## config.mk

```make
export PLATFORM = sky130hd
export DESIGN_NAME = ps2mouse_ctrlmod
export DESIGN_NICKNAME = d
export VERILOG_FILES = /design/src/rtl/ps2mouse_ctrlmod.sv
export SDC_FILE = /design/constraint.sdc
export NUM_CORES = 1
export LEC_CHECK = 0
export ABC_CLOCK_PERIOD_IN_PS = 2790
export CORE_ASPECT_RATIO = 1.4
export CORE_MARGIN = 3
export CORE_UTILIZATION = 50
export CTS_CLUSTER_DIAMETER = 80
export DETAILED_ROUTE_END_ITERATION = 6
export DONT_BUFFER_PORTS = 1
export SLEW_MARGIN = 20
export SYNTH_ARGS = -nofsm -noshare
export SYNTH_HDL_FRONTEND = slang
export SYNTH_SLANG_ARGS = --single-unit
```

## constraint.sdc

```tcl
create_clock -name CLOCK -period 2.79 [get_ports CLOCK]
set_input_delay 0.558 -clock CLOCK [delete_from_list [all_inputs] [get_ports CLOCK]]
set_output_delay 0.558 -clock CLOCK [all_outputs]
set_load 0.01 [all_outputs]
```

## src/rtl/ps2mouse_ctrlmod.sv

```systemverilog
// PS/2 mouse packet sequencer: turns 32-bit packets into a clamped cursor,
// saturating wheel count and button state, with a no-packet re-init watchdog.
module ps2mouse_ctrlmod #(
  parameter int CW      = 11,
  parameter int X_MAX   = 639,
  parameter int Y_MAX   = 479,
  parameter int X_INIT  = 320,
  parameter int Y_INIT  = 240,
  parameter int TIMEOUT = 50_000_000
) (
  input  logic          CLOCK,
  input  logic          RESET,
  input  logic          iEn,
  input  logic          iTrig,
  input  logic [31:0]   iData,
  output logic [CW-1:0] oX,
  output logic [CW-1:0] oY,
  output logic [7:0]    oZ,
  output logic [2:0]    oBtn,
  output logic          oDone,
  output logic          oReinit,
  output logic          oOvr
);
  localparam int NW  = CW + 2;
  localparam int WDW = $clog2(TIMEOUT + 1);

  typedef enum logic [2:0] {WAIT_EN, IDLE, CALC, CLAMP, UPDATE} state_e;

  state_e                state_q;
  logic [WDW-1:0]        wd_q;
  logic signed [8:0]     dx_q, dy_q, dx_d, dy_d;
  logic signed [3:0]     dz_q;
  logic [2:0]            btn_q;
  logic signed [NW-1:0]  nx_q, ny_q, nx_d, ny_d;
  logic signed [8:0]     wz_q, wz_d;
  logic [CW-1:0]         cx_q, cy_q, cx_d, cy_d;
  logic [7:0]            cz_q, cz_d;

  // Bit 3 (always-one) and the top nibble carry no information.
  logic unused_bits;
  assign unused_bits = ^{iData[31:28], iData[3]};

  always_comb begin
    dx_d = iData[6] ? 9'sd0 : $signed({iData[4], iData[15:8]});
    dy_d = iData[7] ? 9'sd0 : $signed({iData[5], iData[23:16]});
    // Widened by two bits so the sum can neither wrap nor lose its sign.
    nx_d = $signed({2'b00, oX} + {{(NW-9){dx_q[8]}}, dx_q});
    ny_d = $signed({2'b00, oY} - {{(NW-9){dy_q[8]}}, dy_q});
    wz_d = $signed({oZ[7], oZ} + {{5{dz_q[3]}}, dz_q});

    if (nx_q < 0)                cx_d = '0;
    else if (nx_q > NW'(X_MAX))  cx_d = CW'(X_MAX);
    else                         cx_d = nx_q[CW-1:0];

    if (ny_q < 0)                cy_d = '0;
    else if (ny_q > NW'(Y_MAX))  cy_d = CW'(Y_MAX);
    else                         cy_d = ny_q[CW-1:0];

    if (wz_q > 9'sd127)          cz_d = 8'd127;
    else if (wz_q < -9'sd127)    cz_d = 8'h81;
    else                         cz_d = wz_q[7:0];
  end

  always_ff @(posedge CLOCK) begin
    if (RESET) begin
      state_q <= WAIT_EN;
      wd_q    <= '0;
      dx_q    <= '0;
      dy_q    <= '0;
      dz_q    <= '0;
      btn_q   <= '0;
      nx_q    <= '0;
      ny_q    <= '0;
      wz_q    <= '0;
      cx_q    <= '0;
      cy_q    <= '0;
      cz_q    <= '0;
      oX      <= CW'(X_INIT);
      oY      <= CW'(Y_INIT);
      oZ      <= '0;
      oBtn    <= '0;
      oDone   <= 1'b0;
      oReinit <= 1'b0;
      oOvr    <= 1'b0;
    end else begin
      oDone   <= 1'b0;
      oReinit <= 1'b0;
      if (iTrig && (state_q == CALC || state_q == CLAMP || state_q == UPDATE))
        oOvr <= 1'b1;

      if (state_q == WAIT_EN) begin
        if (iEn) state_q <= IDLE;
      end else if (!iEn) begin
        // Enable loss outranks packets and watchdog expiry alike.
        state_q <= WAIT_EN;
        wd_q    <= '0;
      end else begin
        case (state_q)
          IDLE: begin
            if (iTrig) begin
              dx_q    <= dx_d;
              dy_q    <= dy_d;
              dz_q    <= $signed(iData[27:24]);
              btn_q   <= iData[2:0];
              wd_q    <= '0;
              state_q <= CALC;
            end else if (wd_q == WDW'(TIMEOUT - 1)) begin
              oReinit <= 1'b1;
              wd_q    <= '0;
              state_q <= WAIT_EN;
            end else begin
              wd_q <= wd_q + WDW'(1);
            end
          end
          CALC: begin
            nx_q    <= nx_d;
            ny_q    <= ny_d;
            wz_q    <= wz_d;
            state_q <= CLAMP;
          end
          CLAMP: begin
            cx_q    <= cx_d;
            cy_q    <= cy_d;
            cz_q    <= cz_d;
            state_q <= UPDATE;
          end
          UPDATE: begin
            oX      <= cx_q;
            oY      <= cy_q;
            oZ      <= cz_q;
            oBtn    <= btn_q;
            oDone   <= 1'b1;
            state_q <= IDLE;
          end
          default: state_q <= WAIT_EN;
        endcase
      end
    end
  end
endmodule

```

==> run_1/sizes.png <==
Scale: 2 px per um.
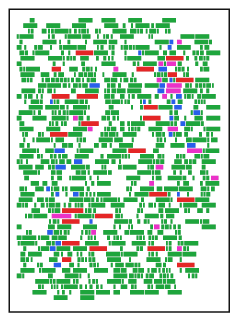
| size | colour | cells | share | most used |
|---|---|---|---|---|
| _6 and larger | red | 23 | 2.5% | clkbuf_16 |
| _2 cells | blue | 30 | 3.3% | clkinv_2 |
| _0 and _1 cells | green | 830 | 92% | dfxtp_1 |
| _3 and _4 cells | magenta | 19 | 2.1% | buf_4 |
Final WS setup: 0.317 ns
number of ordinary and repair buffers in the finished layout: 8
area added between synthesis and finish: 9.50%
post-route standard cell area excluding fillers: 0.00818 mm^2

==> run_1/detail.png <==
Region (30, 80) to (80, 130) um. Cells in grey, sequential cells in the stronger grey; small squares are vias.
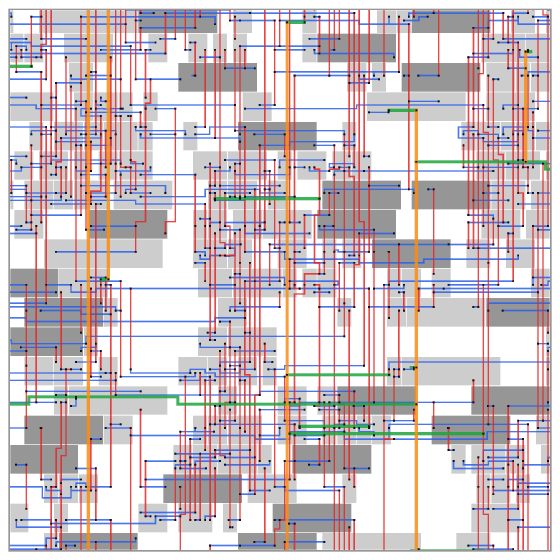
| layer | colour |
|---|---|
| metal 3 | green |
| metal 2 | red |
| metal 1 | blue |
| metal 4 | orange |
sequential cells in the window: 25
most frequent: dfxtp_1 (25), nor2_1 (19), nand2_1 (18)
netlist names of flops here include: nx_q (10), cx_q (4), wd_q (3)
cells with their middle in the window: 165

==> run_1/metal_density.png <==
Scale: 2 px per um. The die is cut into 22 by 30 equal tiles; dark purple is low, yellow is high, scaled to the fullest tile. Values are wire area over tile area, all layers added.
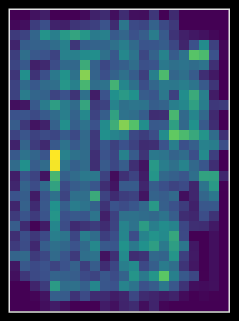
mean over tiles: 0.17
nearly empty tiles: 10%
emptiest ninth of the die: bottom right
fullest tile: 0.63
tiles over half the peak: 8.0%
total routing usage reported by global routing: 22.3%
total wirelength of the detailed-routed design: 17,500 um

==> changes_impl.md, run 1 <==
### Physical design

* Antenna Cells at 0
* CTS Buf Count at 17
* Post-route non-filler standard cell count at around 1,100
* Worst vdd rail ir drop at roughly 370 uV
* Distinct cell type count after synthesis at ~75
* Seq pwr share at between 40% and 50%
* Area share of fa/ha/maj cells after synthesis at approximately 6.3%
* Core utilization at floorplan at slightly above 50%
* Highest-count cells in the layout ignoring fill and taps: sky130_fd_sc_hd__dfxtp_1 (155), sky130_fd_sc_hd__nand2_1 (133), sky130_fd_sc_hd__nor2_1 (118)
* Prevailing post-synth register cell: sky130_fd_sc_hd__dfxtp_1
* Average footprint of a synthesized cell at roughly 8 um^2
* Number of failing hold endpoints at the final stage at 0
* Register area at 0.00310 mm^2
* Routed Antenna Nets at 0
* P_sw at between 0.9 and 1 mW
* Clock power share at 49.2%
* Die Span Y at about 150 um
* Total Power Consumption at between 4 and 5 mW
* Clock tree from TritonCTS: built
* Clock-pin slew of the registers on the worst-case setup and hold paths at approximately 0.060 ns
* Post-CTS Setup Repair Bufs at 0
* Number of enable flip-flop cells at 0
* Number of violations reported at the end of detailed-routing iteration 0 at around 350
* Fraction of synthesis flops using an asynchronous set or reset pin at 0%
* Final Setup Violations at 0
* Sequential element share of the synthesized area at roughly two fifths
* Maximum clock skew at final layout at about 0.0085 ns
* Tcrit/Tclk final at 88.6%
* Share of layout cells above drive strength 1 at roughly 8%
* Chip Area, Yosys at about 0.0075 mm^2
* Run status: completed
* Simple share at between 20% and 30%
* Placement Rows at between 50 and 60
* Element type at the critical path end: register
* Endpoint arrival time on the critical path at approximately 2.8 ns
* Data required time at the worst endpoint at between 3 and 4 ns
* Power per Cell Area at between 500 and 600 mW/mm^2
* Reported sequential group power at around 2.2 mW
* Tool warnings at 35
* Highest Signal Layer: met4
* Cell count after placement at 1,059
* Path type of the worst setup path: register to register
* Logic cell area at approximately 0.0041 mm^2
* Number of global-route vias before repair at 6,118
* GR Layer Usage met3 at 4.63%
* Post-DR vias/cell at roughly 5.7
* Number of H-tree levels at 4
* Post-Synthesis Cell Area at between 0.007 and 0.008 mm^2
* Post-CTS sizing at 0
* Internal power at around 3.7 mW
* Tally of yosys warning messages at 0
* Placed cell areas at 0.00758 mm^2
* Die footprint at approximately 0.016 mm^2
* Element type at the critical path start: register
* Buffer levels on the longest clock path at 2
==> run 1: final timing paths <==
kind	slack (ns)	endpoint	cells after the start	start
setup / recovery	0.32	nx_q[12]$_SDFFE_PP0P_	9	oX[0]$_SDFFE_PP0P_
hold / removal	0.21	oOvr$_SDFFE_PP0P_	1	RESET
hold reg to reg	0.45	oBtn[1]$_SDFFE_PP0P_	2	btn_q[1]$_SDFFE_PP0P_
setup reg to reg	0.32	nx_q[12]$_SDFFE_PP0P_	9	oX[0]$_SDFFE_PP0P_
==> run 1: worst max-delay path, cell delays in order (launching register included) <==
cell and delay, ns:
sky130_fd_sc_hd__dfxtp_1 0.41, sky130_fd_sc_hd__ha_1 0.23, sky130_fd_sc_hd__inv_1 0.06, sky130_fd_sc_hd__fa_1 0.37, sky130_fd_sc_hd__nand2b_1 0.19, sky130_fd_sc_hd__a21oi_1 0.33
sky130_fd_sc_hd__a2bb2oi_2 0.24, sky130_fd_sc_hd__nand3_1 0.12, sky130_fd_sc_hd__and3_1 0.17, sky130_fd_sc_hd__a211o_1 0.25
==> run 1: final cells by class <==
class                           instances  area share (%)
Multi-Input combinational cell        684            50.0
Sequential cell                       155            37.9
Clock buffer                           20            5.71
Tap cell                              189            2.89
Clock inverter                         12            1.48
Inverter                               23            1.06
Timing Repair Buffer                    8           0.887
==> run 1: synthesized netlist by cell type, types with 4 or more instances <==
library cell,instances,area share [%]
sky130_fd_sc_hd__clkbuf_1,31,1.6
sky130_fd_sc_hd__a21oi_1,116,7.8
sky130_fd_sc_hd__a21o_1,9,0.90
sky130_fd_sc_hd__nand4_1,6,0.50
sky130_fd_sc_hd__nor2_1,119,6.0
sky130_fd_sc_hd__xor2_1,13,1.5
sky130_fd_sc_hd__inv_1,23,1.2
sky130_fd_sc_hd__o21ai_0,24,1.6
sky130_fd_sc_hd__a211oi_1,11,1.1
sky130_fd_sc_hd__mux2i_1,11,1.5
sky130_fd_sc_hd__nand3_1,17,1.1
sky130_fd_sc_hd__dfxtp_1,155,42
sky130_fd_sc_hd__a31oi_1,5,0.42
sky130_fd_sc_hd__xnor2_1,19,2.2
sky130_fd_sc_hd__buf_2,13,0.87
sky130_fd_sc_hd__nor3b_1,26,2.6
sky130_fd_sc_hd__or3_1,5,0.42
sky130_fd_sc_hd__or4_1,4,0.40
sky130_fd_sc_hd__o211ai_1,4,0.40
sky130_fd_sc_hd__nor3_1,36,2.4
sky130_fd_sc_hd__nand3b_1,11,1.1
sky130_fd_sc_hd__nand2b_1,6,0.50
sky130_fd_sc_hd__and3_1,9,0.75
sky130_fd_sc_hd__ha_1,33,5.5
sky130_fd_sc_hd__nand2_1,134,6.7
==> run 1: state kept, by name, indices dropped and copies added (netlist names), 3 cells and up <==
name	flops
cx_q	11
state_q	3
wz_q	9
dz_q	4
oZ	8
dx_q	9
oX	11
ny_q	13
cz_q	8
wd_q	26
cy_q	11
dy_q	9
nx_q	13
btn_q	3
oY	11
oBtn	3
==> run 1: metrics by stage <==
step,setup WS (ns),utilization [%]
floorplan,0.559,-
global placement,0.320,52.0
detailed placement,0.259,52.0
CTS,0.250,56.1
global route,0.120,56.1
finish,0.317,56.1
==> run 2: changes to the inputs <==
--- a/config.mk
+++ b/config.mk
@@ -12,6 +12,7 @@
 export CTS_CLUSTER_DIAMETER = 80
 export DETAILED_ROUTE_END_ITERATION = 6
 export DONT_BUFFER_PORTS = 1
+export SETUP_SLACK_MARGIN = 0.05
 export SLEW_MARGIN = 20
 export SYNTH_ARGS = -nofsm -noshare
 export SYNTH_HDL_FRONTEND = slang
==> run_2/sizes.png <==
Scale: 2 px per um.
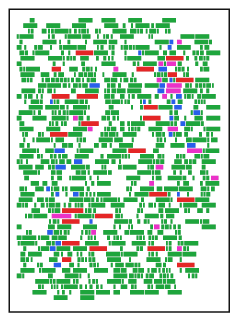

==> changes_impl.md, run 2 <==
### Physical design

* Internal power at 3.66 mW (unchanged)
* Critical R2R Launch: oX[0]$_SDFFE_PP0P_ (unchanged)
* Number of H-tree levels at 4 (unchanged)
* Worst setup slack for register-to-register paths at 0.32 ns (about the same)
* Number of violations reported at the end of detailed-routing iteration 0 at 351 (unchanged)
* Most frequent cell after synthesis: sky130_fd_sc_hd__dfxtp_1 (unchanged)
* Post-DR vias/cell at 5.67 (unchanged)
* Tool warnings at 35 (unchanged)
* Top cells by area, synth: sky130_fd_sc_hd__dfxtp_1 (42%), sky130_fd_sc_hd__a21oi_1 (7.8%), sky130_fd_sc_hd__nand2_1 (6.7%), sky130_fd_sc_hd__nor2_1 (6.0%), sky130_fd_sc_hd__ha_1 (5.5%) (unchanged)
* Post-CTS sizing at 0 (unchanged)
* Register area at 0.00310 mm^2 (unchanged)
* Highest-count cells in the layout ignoring fill and taps: sky130_fd_sc_hd__dfxtp_1 (155), sky130_fd_sc_hd__nand2_1 (133), sky130_fd_sc_hd__nor2_1 (118) (unchanged)
* Family with the most delay on the worst path: AND-OR/OR-AND gates (unchanged)
* Final sum of negative setup slack at 0 ns (unchanged)
* Core utilization at floorplan at 51.3% (unchanged)
* Commonest cells in the netlist: sky130_fd_sc_hd__dfxtp_1 (155), sky130_fd_sc_hd__nand2_1 (134), sky130_fd_sc_hd__nor2_1 (119) (unchanged)
* Registers with the most flip-flops: wd_q x26, nx_q x13, ny_q x13 (unchanged)
* P_sw at 0.991 mW (unchanged)
* Placement Rows at 52 (unchanged)
* Total routing usage reported by global routing at 22.3% (unchanged)
* Area added between synthesis and finish at 9.50% (unchanged)
* Element type at the critical path end: register (unchanged)
* Chip Area, Yosys at 0.00747 mm^2 (unchanged)
* Worst reg-to-reg path cell count at 9 (unchanged)
* Placed wire-length estimate at 11,800 um (unchanged)
* Post-route standard cell area excluding fillers at 0.00818 mm^2 (unchanged)
* Die footprint at 0.0165 mm^2 (unchanged)
* Power per Cell Area at 568 mW/mm^2 (unchanged)
* Data required time at the worst endpoint at 3.10 ns (about the same)
* Number of cells on the critical path at 9 (unchanged)
* Critical hold path startpoint: RESET (unchanged)
* Die Span Y at 151 um (unchanged)
* Element type at the critical path start: register (unchanged)
* Hold path depth at 1 (unchanged)
* CP bufs+invs at 1 (unchanged)
* FF-to-FF End: nx_q[12]$_SDFFE_PP0P_ (unchanged)
* End of the worst hold path: oOvr$_SDFFE_PP0P_ (unchanged)
* Number of global-route vias before repair at 6,118 (unchanged)
* Top area contributor share at 41.5% (unchanged)
* Fraction of synthesis flops using an asynchronous set or reset pin at 0% (unchanged)
* Seq pwr share at 48.2% (about the same)
* Sequential element share of the synthesized area at 41.5% (unchanged)
* Largest net degree at the start of global routing at 141 (unchanged)
* CP cell instances: ha_1 > inv_1 > fa_1 > nand2b_1 > a21oi_1 > a2bb2oi_2 > nand3_1 > and3_1 > a211o_1 (unchanged)
* PortBufs at 0 (unchanged)
* Run status: completed (unchanged)
* Clock-pin slew of the registers on the worst-case setup and hold paths at 0.06 ns (about the same)
* Slowest stage cell on the critical path: sky130_fd_sc_hd__dfxtp_1 (unchanged)
* Slew Limit Headroom at 45.9% (unchanged)
* Flop and latch count out of synthesis at 155 (unchanged)
* Most area-hungry cell type in the Yosys netlist: sky130_fd_sc_hd__dfxtp_1 (unchanged)
* Clock tree root driver cell: sky130_fd_sc_hd__clkbuf_16 (unchanged)
* Number of sinks handled by clock tree synthesis at 155 (unchanged)
* Worst vdd rail ir drop at 365 uV (unchanged)
* Tally of yosys warning messages at 0 (unchanged)
* Antenna Cells at 0 (unchanged)
* Final Setup Violations at 0 (unchanged)
* Tcrit/Tclk final at 88.6% (unchanged)
* Path type of the worst setup path: register to register (unchanged)
* Distinct cell type count after synthesis at 75 (unchanged)
* Simple share at 26.2% (unchanged)
* Number of failing hold endpoints at the final stage at 0 (unchanged)
* Total wirelength of the detailed-routed design at 17,500 um (unchanged)
* Share of layout cells above drive strength 1 at 7.98% (unchanged)
* Logic cell area at 0.00409 mm^2 (unchanged)
* Endpoint arrival time on the critical path at 2.78 ns (about the same)
* Number of enable flip-flop cells at 0 (unchanged)
* Post-Synthesis Cell Area at 0.00747 mm^2 (unchanged)
* Die Wd at 109 um (unchanged)
* Routed Antenna Nets at 0 (unchanged)
* Buffer levels on the longest clock path at 2 (unchanged)
* Average footprint of a synthesized cell at 8.21 um^2 (unchanged)
* Maximum clock skew at final layout at 0.00846 ns (unchanged)
* Number of iterations in the first detailed-routing pass at 4 (unchanged)
* Hold crit path type: input port to register (unchanged)
* Final critical-path required period at 2.47 ns (unchanged)
* Register with the most flip-flops: wd_q (unchanged)
* Overall overflow remaining after global route at 0 (unchanged)
* Clock power share at 49.2% (about the same)
* Crit path largest cell delay at 0.41 ns (about the same)
* Area share of fa/ha/maj cells after synthesis at 6.33% (unchanged)
* Placed cell areas at 0.00758 mm^2 (unchanged)
* Highest attainable clock frequency at 0.404 GHz (unchanged)
* Clock tree from TritonCTS: built (unchanged)
* Prevailing post-synth register cell: sky130_fd_sc_hd__dfxtp_1 (unchanged)
* Area of the core at 0.0146 mm^2 (unchanged)
* Post-CTS Setup Repair Bufs at 0 (unchanged)
* Number of flip-flops under the largest register name at 26 (unchanged)
* CTS Buf Count at 17 (unchanged)
[run 2: cell counts after synthesis]
No cell type changed its count.
[run 2: how the worst max path moves through the flow]
stage / start / to / slack, ns
2_1_floorplan: oX[0]$_SDFFE_PP0P_ / nx_q[12]$_SDFFE_PP0P_ / 0.56
3_3_place_gp: oX[0]$_SDFFE_PP0P_ / nx_q[12]$_SDFFE_PP0P_ / 0.32
3_5_place_dp: oX[0]$_SDFFE_PP0P_ / nx_q[12]$_SDFFE_PP0P_ / 0.26
4_1_cts: oX[0]$_SDFFE_PP0P_ / nx_q[12]$_SDFFE_PP0P_ / 0.25
5_1_grt: oX[0]$_SDFFE_PP0P_ / nx_q[12]$_SDFFE_PP0P_ / 0.12
6_report: oX[0]$_SDFFE_PP0P_ / nx_q[12]$_SDFFE_PP0P_ / 0.32
[run 2: cell families after synthesis]
family                     count (synthesis)
buffers and inverters                     71
adders and majority gates                 36
and+or+nand+nor                          401
xor gates and xnor gates                  32
muxes                                     11
DFF                                      155
AOI/OAI and AO/OA                        204
[run 2: metal layers]
metal	track usage, %	up-vias	routed length, um
li1	-	3122	-
met5	0	-	0
met3	4.63	36	570
met4	8.48	0	410
met2	39.9	110	8970
met1	25.7	2921	7530
[run 2: cell type report]
type / instances / share of cell area (%)
timing repair buffer: 8 / 0.887
sequential: 155 / 37.9
multi-input combinational: 684 / 50.0
inverter: 23 / 1.06
clock buffer: 20 / 5.71
clock inverter: 12 / 1.48
tap: 189 / 2.89
[run 2: power groups by stage]
stage	Sequential, mW	Clock (mW)	Combinational [mW]
4_1_cts	2.24	2.35	0.121
3_3_place_gp	2.29	0	0.117
6_report	2.24	2.29	0.120
3_5_place_dp	2.29	0	0.120
5_1_grt	2.24	2.43	0.134
2_1_floorplan	2.28	0	0.131
[run 2: stage by stage]
| stage | util, % | hold WS (ns) | total power [mW] | std cells | setup WS (ns) |
|---|---|---|---|---|---|
| after floorplan | - | 0.427 | 2.42 | 910 | 0.559 |
| after global placement | 52.0 | 0.430 | 2.41 | 1059 | 0.320 |
| after detailed placement | 52.0 | 0.439 | 2.41 | 1059 | 0.259 |
| after CTS | 56.1 | 0.189 | 4.71 | 1091 | 0.250 |
| after global routing | 56.1 | 0.192 | 4.80 | 1091 | 0.120 |
| final | 56.1 | 0.214 | 4.65 | 1091 | 0.317 |
No activity file was given, so power comes from the tool's default toggle rates.
